==> images/port_trees.png <==
Drawn at 10 px/um.
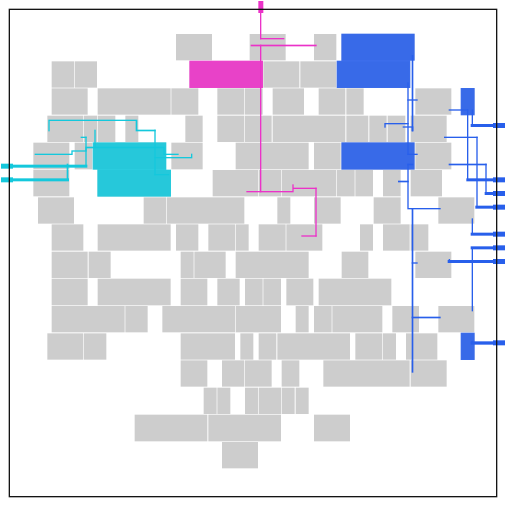
==> images/m3.png <==
Drawn at 8 px/um.
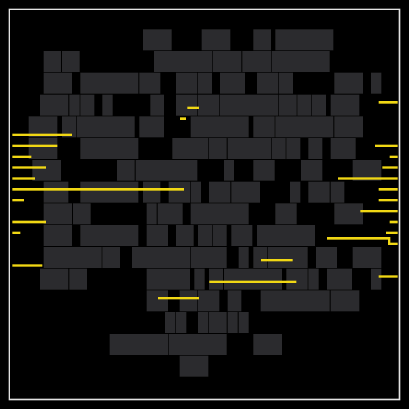
==> images/clock_nets.png <==
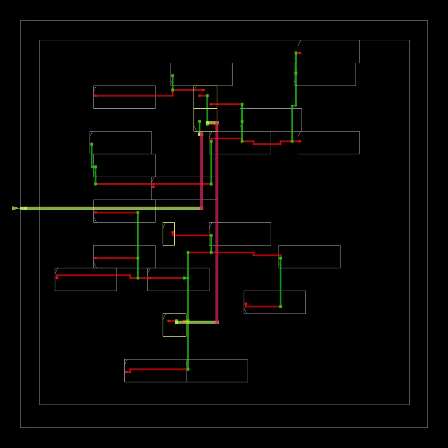
==> config.mk <==
export PLATFORM = sky130hd
export DESIGN_NAME = intr_control_flat
export DESIGN_NICKNAME = d
export VERILOG_FILES = /design/src/rtl/intr_control_if.sv /design/src/rtl/intr_control.sv /design/src/flat_wrapper.sv
export SDC_FILE = /design/constraint.sdc
export NUM_CORES = 1
export LEC_CHECK = 0
export CAP_MARGIN = 15
export CORE_MARGIN = 2
export CORE_UTILIZATION = 40
export DETAILED_ROUTE_END_ITERATION = 16
export PLACE_DENSITY = 0.76
export SETUP_SLACK_MARGIN = 0.2
export SYNTH_ARGS = -nofsm -noshare
export SYNTH_HDL_FRONTEND = slang
export SYNTH_SLANG_ARGS = --single-unit
==> constraint.sdc <==
create_clock -name clk -period 2.1 [get_ports clk]
set_input_delay 0.42 -clock clk [delete_from_list [all_inputs] [get_ports clk]]
set_output_delay 0.42 -clock clk [all_outputs]
set_load 0.01 [all_outputs]
==> results.rst <==
Metrics
=======

.. list-table::
   :header-rows: 1

   * - Metric
     - Value
   * - Library cell with the highest instance count after synthesis
     - sky130_fd_sc_hd__dfxtp_1
   * - Filler cell count
     - 179
   * - Number of flip-flops under the largest register name
     - 3
   * - Pre-CTS WS
     - -0.361 ns
   * - Setup repair after global routing missed its margin
     - no
   * - Sequential group share of total power
     - 57.9%
   * - Count of yosys warnings during synthesis
     - 0
   * - Post-route DRC violation count
     - 0
   * - Critical path depth in cells
     - 3
   * - FMAX
     - 540 MHz
   * - Switching power of the nets
     - 0.157 mW
   * - Clk cell area share
     - 2.31%
   * - Leakage component of the power
     - 0.446 nW
   * - Placed Instances
     - 139
   * - Share of final layout cell area taken by non-clock buffers
     - 28.6%
   * - Die x size
     - 48.6 um
   * - Portion of the clock cycle consumed by the worst path in the final layout
     - 88.2%
   * - Proportion of register bits with asynchronous set or reset after synthesis
     - 0%
   * - Number of enable-type register cells in the synthesized netlist
     - 0
   * - Maximum capacitance violations
     - 0
   * - Combined global-route utilization of all metal layers
     - 14.8%
   * - Combinational Power
     - 0.0939 mW
   * - Most frequent cells after synthesis
     - 19 x sky130_fd_sc_hd__dfxtp_1, 9 x sky130_fd_sc_hd__nor2b_1, 8 x sky130_fd_sc_hd__a21oi_1, 6 x sky130_fd_sc_hd__buf_4, 6 x sky130_fd_sc_hd__inv_1
   * - Post-layout power
     - 0.661 mW
   * - Portion of the post-synthesis area used by sequential elements
     - 47.8%
   * - Final setup skew
     - 0.00508 ns
   * - Tapcell Cnt
     - 27
   * - AND/OR/NAND/NOR Cells, Area Fraction
     - 25.0%
   * - CP arrival
     - 1.43 ns
   * - Setup bufs post-CTS
     - 0
   * - Quantity of hold-fixing buffers added after cts
     - 0
   * - Yosys xor share
     - 0%
   * - MUX area fraction
     - 0%
   * - Internal power
     - 0.503 mW
   * - Cell class ranked first by area
     - flip-flops and latches
   * - Clock power frac
     - 27.9%
   * - CP max stage delay
     - 0.55 ns
   * - Dominant register cell in the synthesized netlist
     - sky130_fd_sc_hd__dfxtp_1
   * - Post-Syn Area
     - 796 um^2
   * - Most frequently placed logic cell in the final layout
     - sky130_fd_sc_hd__clkdlybuf4s50_1
   * - Placed Instance Area
     - 1120 um^2
   * - Largest net degree at the start of global routing
     - 11
   * - Combined area of the multi-input logic cells
     - 348 um^2
   * - CP endpoint kind
     - output pin
   * - Area share of fa/ha/maj cells after synthesis
     - 1.57%
   * - Largest fanout on the critical path
     - 3
   * - Clock-pin slew reported for the worst setup and hold paths after clock tree synthesis
     - 0.10 ns
   * - Highest-count cells in the layout ignoring fill and taps
     - 21 x sky130_fd_sc_hd__clkdlybuf4s50_1, 18 x sky130_fd_sc_hd__dfxtp_1, 10 x sky130_fd_sc_hd__buf_4, 9 x sky130_fd_sc_hd__nor2b_1, 8 x sky130_fd_sc_hd__a21oi_1
   * - Post-synthesis cell type with the largest combined area
     - sky130_fd_sc_hd__dfxtp_1
   * - Synth-to-layout area growth
     - 42.9%
   * - CP Class
     - register to output pin
   * - Final Setup Violations
     - 0
   * - Aggregate negative setup slack
     - 0 ns
   * - Clock net power
     - 0.184 mW
   * - Post-synthesis cell type count
     - 27
   * - Count of non-filler cells in the finished layout
     - 143
   * - Non-CTS inverters
     - 6
   * - Power density normalized to cell area
     - 581 nW/um^2
   * - Number of max-slew violations in the final report
     - 0
   * - Mean routed wirelength per cell
     - 11.5 um
   * - Yosys chip area
     - 796 um^2
   * - Detailed Place HPWL
     - 1290 um
   * - Number of cells produced by synthesis
     - 82
   * - Reported sequential group power
     - 0.383 mW
   * - Worst hold path class
     - register to register
   * - Critical path data required time
     - 1.68 ns
   * - Vias in the first global route
     - 651
   * - Hold Worst Slack
     - 0.452 ns
   * - Clock tree from TritonCTS
     - built
   * - Core region area
     - 1920 um^2
   * - Utilization of the core after routing
     - 59.2%
   * - Clock Sink Count
     - 19
   * - Avg Inst Size Synth
     - 9.70 um^2
   * - Highest metal layer used by the detailed router
     - met4
   * - Largest power group
     - registers
   * - Layout buffer count excluding clock buffers
     - 36
   * - Met3 WL
     - 107 um
   * - Critical path buffers and inverters
     - 1
   * - Minimum setup slack in the final design
     - 0.247 ns
   * - Part of the total power dissipated in combinational logic
     - 14.2%
   * - Number of synthesized register bits
     - 19
   * - Met2 WL
     - 803 um
   * - Layout cells sized above 1
     - 18.1%
   * - Setup slack of the most critical reg-to-reg path
     - 0.71 ns
   * - Number of clock buffers in the layout
     - 4
   * - Result of the run
     - completed
   * - H-tree levels
     - 1
   * - Post-synthesis cell count from yosys
     - 82
   * - Busiest grt layer
     - met2
   * - Worst Hold Depth
     - 1
   * - Dominant cell area share
     - 47.8%
   * - Total number of warnings across the stage logs
     - 26
   * - Global routing met2 resource utilization
     - 24.9%
   * - Register fraction of the total cell area
     - 33.6%
   * - Met1 global-route usage
     - 16.3%
   * - Number of gates resized after CTS
     - 8
   * - Iteration-0 DRC count of the detailed router
     - 10
   * - Number of diodes
     - 0
   * - Clock root buffer master
     - sky130_fd_sc_hd__clkbuf_4
   * - Post-route cell area
     - 1140 um^2
   * - Detailed Routing Iterations Pass 1
     - 4
   * - Initial core utilization
     - 41.4%
Back to the opening pictures, port_trees.png:
[`bus_vector`] blue | bits: 8 | direction: output | end cells: 5 | buffers: 6 | wire: 102 um
[`bus_im`] cyan | bits: 2 | direction: output | end cells: 2 | buffers: 2 | wire: 57.1 um
[`bus_iff1`] magenta | bits: 1 | direction: output | end cells: 1 | buffers: 1 | wire: 39.7 um
number of ports placed on the die boundary: 29
number of I/O port buffers: 26

Back to the opening pictures, m3.png:
nets with wire on the layer: 25
main direction: horizontal
wire length on this layer: 107 um
total wire length after detailed routing: 1650 um
DR vias: 671
met3 track demand over resource in global routing: 4.63%

Back to the opening pictures, clock_nets.png:
flop count: 19
number of buffers added by the clock tree synthesis step: 3

Power figures rest on the tool's default switching activity, not on a simulated workload.
